**src/rtl/xiyiji_key_panel_pkg.sv**
```systemverilog
// Shared constants, mode encodings and helpers for the washer key panel.
// Package xiyiji_pkg is imported by the panel interface, debouncer and top.
package xiyiji_pkg;

  localparam int MODE_W          = 2;
  localparam int DEB_CYCLES_DEF  = 4;
  localparam int NUM_MODES_DEF   = 3;
  localparam int LONG_CYCLES_DEF = 16;

  typedef enum logic [MODE_W-1:0] {
    MODE_STD   = 2'd0,
    MODE_QUICK = 2'd1,
    MODE_HEAVY = 2'd2,
    MODE_RSVD  = 2'd3
  } mode_e;

  typedef struct packed {
    logic level;
    logic rise;
    logic fall;
  } key_evt_t;

  function automatic logic [MODE_W-1:0] mode_next(
    input logic [MODE_W-1:0] m,
    input int                n
  );
    if (int'(m) >= n - 1)
      return MODE_STD;
    else
      return m + 1'b1;
  endfunction

endpackage

```
**src/rtl/xiyiji_key_panel_if.sv**
```systemverilog
// Key panel bundle: raw keys and busy in, clean events and mode out.
// master = panel side, slave = controller/board side.
interface xiyiji_key_panel_if;
  import xiyiji_pkg::*;

  logic              select_key;
  logic              start_key;
  logic              emergency_key;
  logic              busy;
  logic              select_pulse;
  logic              start_pulse;
  logic              emergency_n;
  logic              estop;
  logic [MODE_W-1:0] mode_c;

  modport master (
    input  select_key,
    input  start_key,
    input  emergency_key,
    input  busy,
    output select_pulse,
    output start_pulse,
    output emergency_n,
    output estop,
    output mode_c
  );

  modport slave (
    output select_key,
    output start_key,
    output emergency_key,
    output busy,
    input  select_pulse,
    input  start_pulse,
    input  emergency_n,
    input  estop,
    input  mode_c
  );

endinterface

```
**src/rtl/xiyiji_key_panel_key_debounce.sv**
```systemverilog
// Two-flop synchroniser plus stability counter for one raw key.
// rise_o/fall_o flag the edge on which the debounced level will change.
module key_debounce
  import xiyiji_pkg::*;
#(
  parameter int   DEB_CYCLES = DEB_CYCLES_DEF,
  parameter logic IDLE       = 1'b0
) (
  input  logic clk,
  input  logic rst,
  input  logic key_i,
  output logic level_o,
  output logic rise_o,
  output logic fall_o
);

  localparam int CW = $clog2(DEB_CYCLES) + 1;

  logic          sync1_q;
  logic          s_q;
  logic          d_q;
  logic          d_d;
  logic [CW-1:0] cnt_q;
  logic [CW-1:0] cnt_d;

  always_comb begin
    d_d   = d_q;
    cnt_d = '0;
    if (s_q != d_q) begin
      if (cnt_q == CW'(DEB_CYCLES - 1))
        d_d = s_q;
      else
        cnt_d = cnt_q + 1'b1;
    end
  end

  always_ff @(posedge clk) begin
    if (!rst) begin
      sync1_q <= IDLE;
      s_q     <= IDLE;
      d_q     <= IDLE;
      cnt_q   <= '0;
    end else begin
      sync1_q <= key_i;
      s_q     <= sync1_q;
      d_q     <= d_d;
      cnt_q   <= cnt_d;
    end
  end

  assign level_o = d_q;
  assign rise_o  = d_d & ~d_q;
  assign fall_o  = ~d_d & d_q;

endmodule

```
**src/rtl/xiyiji_key_panel.sv**
```systemverilog
// Front-panel conditioner: debounced key events, wash mode and e-stop latch.
// Optional KEY_LONGPRESS_EN: long select hold resets mode to MODE_STD.
module xiyiji_key_panel
  import xiyiji_pkg::*;
#(
  parameter int DEB_CYCLES  = DEB_CYCLES_DEF,
  parameter int NUM_MODES   = NUM_MODES_DEF,
  parameter int LONG_CYCLES = LONG_CYCLES_DEF
) (
  input logic                 clk,
  input logic                 rst,
  xiyiji_key_panel_if.master  kp
);

  key_evt_t sel;
  key_evt_t st;
  key_evt_t emg;

  key_debounce #(
    .DEB_CYCLES (DEB_CYCLES),
    .IDLE       (1'b0)
  ) u_sel (
    .clk     (clk),
    .rst     (rst),
    .key_i   (kp.select_key),
    .level_o (sel.level),
    .rise_o  (sel.rise),
    .fall_o  (sel.fall)
  );

  key_debounce #(
    .DEB_CYCLES (DEB_CYCLES),
    .IDLE       (1'b0)
  ) u_st (
    .clk     (clk),
    .rst     (rst),
    .key_i   (kp.start_key),
    .level_o (st.level),
    .rise_o  (st.rise),
    .fall_o  (st.fall)
  );

  key_debounce #(
    .DEB_CYCLES (DEB_CYCLES),
    .IDLE       (1'b1)
  ) u_emg (
    .clk     (clk),
    .rst     (rst),
    .key_i   (kp.emergency_key),
    .level_o (emg.level),
    .rise_o  (emg.rise),
    .fall_o  (emg.fall)
  );

  logic long_fire;

`ifdef KEY_LONGPRESS_EN
  localparam int HW = $clog2(LONG_CYCLES) + 1;

  logic [HW-1:0] hold_q;
  logic [HW-1:0] hold_d;
  logic          done_q;
  logic          done_d;

  // One event per hold: done_q saturates until select is released
  always_comb begin
    hold_d    = hold_q;
    done_d    = done_q;
    long_fire = 1'b0;
    if (!sel.level) begin
      hold_d = '0;
      done_d = 1'b0;
    end else if (!done_q) begin
      if (hold_q == HW'(LONG_CYCLES - 1)) begin
        if (!kp.busy) begin
          long_fire = 1'b1;
          done_d    = 1'b1;
        end
      end else begin
        hold_d = hold_q + 1'b1;
      end
    end
  end

  always_ff @(posedge clk) begin
    if (!rst) begin
      hold_q <= '0;
      done_q <= 1'b0;
    end else begin
      hold_q <= hold_d;
      done_q <= done_d;
    end
  end
`else
  assign long_fire = 1'b0;
`endif

  logic              sel_pulse_q;
  logic              sel_pulse_d;
  logic              st_pulse_q;
  logic              st_pulse_d;
  logic              estop_q;
  logic              estop_d;
  logic [MODE_W-1:0] mode_q;
  logic [MODE_W-1:0] mode_d;

  always_comb begin
    sel_pulse_d = sel.rise | long_fire;
    mode_d      = mode_q;
    estop_d     = estop_q;
    if (sel.rise && !kp.busy)
      mode_d = mode_next(mode_q, NUM_MODES);
    if (long_fire)
      mode_d = MODE_STD;
    // A falling emergency beats any start press in the same cycle
    if (emg.fall)
      estop_d = 1'b1;
    else if (st.rise && estop_q && emg.level)
      estop_d = 1'b0;
    st_pulse_d = st.rise & ~estop_q & ~emg.fall;
  end

  always_ff @(posedge clk) begin
    if (!rst) begin
      sel_pulse_q <= 1'b0;
      st_pulse_q  <= 1'b0;
      estop_q     <= 1'b0;
      mode_q      <= MODE_STD;
    end else begin
      sel_pulse_q <= sel_pulse_d;
      st_pulse_q  <= st_pulse_d;
      estop_q     <= estop_d;
      mode_q      <= mode_d;
    end
  end

  logic unused_evt;
  assign unused_evt = ^{sel.level, sel.fall, st.level, st.fall, emg.rise};

  assign kp.select_pulse = sel_pulse_q;
  assign kp.start_pulse  = st_pulse_q;
  assign kp.emergency_n  = emg.level;
  assign kp.estop        = estop_q;
  assign kp.mode_c       = mode_q;

endmodule

```
**src/flat_wrapper.sv**
```systemverilog
// flat-port wrapper written by rule: the top's interface ports become plain ports
module xiyiji_key_panel_flat import xiyiji_pkg::*;
#(
  parameter int DEB_CYCLES  = DEB_CYCLES_DEF,
  parameter int NUM_MODES   = NUM_MODES_DEF,
  parameter int LONG_CYCLES = LONG_CYCLES_DEF
)
  (clk, rst, kp_select_key, kp_start_key, kp_emergency_key, kp_busy, kp_select_pulse, kp_start_pulse, kp_emergency_n, kp_estop, kp_mode_c);
  xiyiji_key_panel_if kp_i ();
  input logic clk;
  input logic rst;
  input wire logic [$bits(kp_i.select_key)-1:0] kp_select_key;
  input wire logic [$bits(kp_i.start_key)-1:0] kp_start_key;
  input wire logic [$bits(kp_i.emergency_key)-1:0] kp_emergency_key;
  input wire logic [$bits(kp_i.busy)-1:0] kp_busy;
  output wire logic [$bits(kp_i.select_pulse)-1:0] kp_select_pulse;
  output wire logic [$bits(kp_i.start_pulse)-1:0] kp_start_pulse;
  output wire logic [$bits(kp_i.emergency_n)-1:0] kp_emergency_n;
  output wire logic [$bits(kp_i.estop)-1:0] kp_estop;
  output wire logic [$bits(kp_i.mode_c)-1:0] kp_mode_c;
  assign kp_i.select_key = kp_select_key;
  assign kp_i.start_key = kp_start_key;
  assign kp_i.emergency_key = kp_emergency_key;
  assign kp_i.busy = kp_busy;
  assign kp_select_pulse = kp_i.select_pulse;
  assign kp_start_pulse = kp_i.start_pulse;
  assign kp_emergency_n = kp_i.emergency_n;
  assign kp_estop = kp_i.estop;
  assign kp_mode_c = kp_i.mode_c;
  xiyiji_key_panel #(.DEB_CYCLES(DEB_CYCLES), .NUM_MODES(NUM_MODES), .LONG_CYCLES(LONG_CYCLES)) u_core (.clk(clk), .rst(rst), .kp(kp_i));
endmodule
```
**config.mk**
```make
export PLATFORM = sky130hd
export DESIGN_NAME = xiyiji_key_panel_flat
export DESIGN_NICKNAME = d
export VERILOG_FILES = /design/src/rtl/xiyiji_key_panel_pkg.sv /design/src/rtl/xiyiji_key_panel_if.sv /design/src/rtl/xiyiji_key_panel_key_debounce.sv /design/src/rtl/xiyiji_key_panel.sv /design/src/flat_wrapper.sv
export SDC_FILE = /design/constraint.sdc
export NUM_CORES = 1
export LEC_CHECK = 0
export CORE_MARGIN = 3
export CORE_UTILIZATION = 45
export CTS_CLUSTER_DIAMETER = 30
export DETAILED_ROUTE_END_ITERATION = 10
export PLACE_DENSITY = 0.78
export SETUP_SLACK_MARGIN = 0.4
export SYNTH_ARGS = -nofsm -noshare
export SYNTH_HDL_FRONTEND = slang
export SYNTH_SLANG_ARGS = --single-unit
```
**constraint.sdc**
```tcl
create_clock -name clk -period 2.5 [get_ports clk]
set_clock_uncertainty 0.1 [all_clocks]
set_input_delay 0.5 -clock clk [delete_from_list [all_inputs] [get_ports clk]]
set_output_delay 0.5 -clock clk [all_outputs]
set_load 0.05 [all_outputs]
```
**The metal 1 layer**

The bar under the picture is 10 µm long. Cells faint in the background.
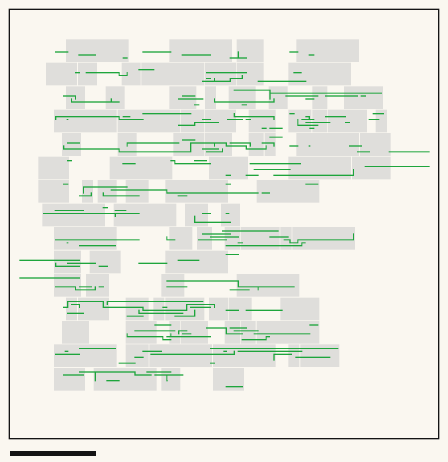
main direction	horizontal
nets with wire on the layer	90
longest straight run	14.7 µm
wire length on this layer	553 µm
share of all routed wire	51%
drt total wl: 1.092 mm
detailed-route via count: 536

**M2 wires**

The bar under the picture is 10 µm long. Cells faint in the background.
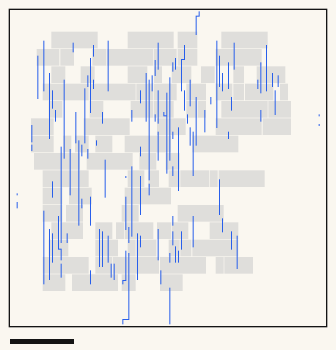
wire length on this layer	475 µm
nets with wire on the layer	86
met2 Usage GRT: 18.72%

==> flow_summary.ini <==
; implementation run metrics
[status]
status = finished clean

[floorplanning]
rows = 15
ioPinCount = 12
initial_core_util_pct = 48.44
die_h_um = 49.58
core-area_mm2 = 0.001764

[job]
maxCapViolCount = 0

[timing]
setup_ws_ps = 490.1
rsz0062_at_grt = no
setup_viol = 0
finalHoldViolCount = 0
setup-tns-final_ps = 0
worst_pin_slew_ps = 499.5
fin_crit_sh_pct = 80.40

[layout]
fin_area_mm2 = 0.001012
signal_buffer_area_fraction_pct = 11.50
fin_util_pct = 57.38
clk_share_pct = 2.596
n_all_buffers = 12
n_clock_buffer = 4
syn_to_final_growth_pct = 18.45

[logic_synthesis]
netlist_area_um2 = 854.6
avgSynthCellArea_um2 = 11.24
ys_warn_count = 0
synthDistinctLibCells = 21
area_leaders = dfxtp_1 (54%), ha_1 (8.8%), mux2i_1 (4.7%), nand2b_1 (4.4%), nor3_1 (4.1%)
yosys.area.top_type = dfxtp_1
edf_count = 0
floorplan.nets = 88
most_common_cell = dfxtp_1
synth_flops = 23
mux_share_pct = 4.685
ys_chip_area_um2 = 854.6
ys_cells = 76
ys_sh_simple_pct = 24.45
top_cell_area_share_pct = 53.88
ys_seq_share_pct = 53.88
yosys-top-cells-count = dfxtp_1 (23), nor3_1 (7), ha_1 (6), nand2b_1 (6), nand2_1 (5)

[power]
p_sw_share_pct = 19.73
ir_worst_vdd_v = 0.0003178
power_density_mw_per_mm2 = 552.2
p_clk_share_pct = 28.7
power_frac_seq_pct = 67.1
switchingPower_uw = 110.3
p_seq_uw = 375
power_uw = 558.9
p_leak_uw = 0.0004105

[setup_path]
worstPathArrival_ps = 1410
cp-endpoint = kp_select_pulse
required_ps = 1900
start_kind = flop
path_cells = clkdlybuf4s50_1
reg2regPathDepth = 4
reg2reg_slack_ps = 1170
cp.depth = 1

[global_routing]
top_usage_layer = met2
grt_pass1_wl_mm = 2.180
use_met1_pct = 13.35
grt_pass1_vias = 563
grt_max_degree = 14
met3_usage_pct = 1.813

[cts]
clk_pin_slew_worst_paths_ps = 110
cts-resized-gates = 3
clk_latency_ps = 290

[placement]
port_buffers = 11
hpwl_um = 842.9

[drt]
ant_nets = 0
wl_met2_um = 474
drt_iter0_drc = 1
via_per_inst = 4.661
wl_per_cell_um = 9.496

[min_path]
hp-class = reg -> reg
min_to = u_core.u_emg.s_q$_SDFF_PN1_
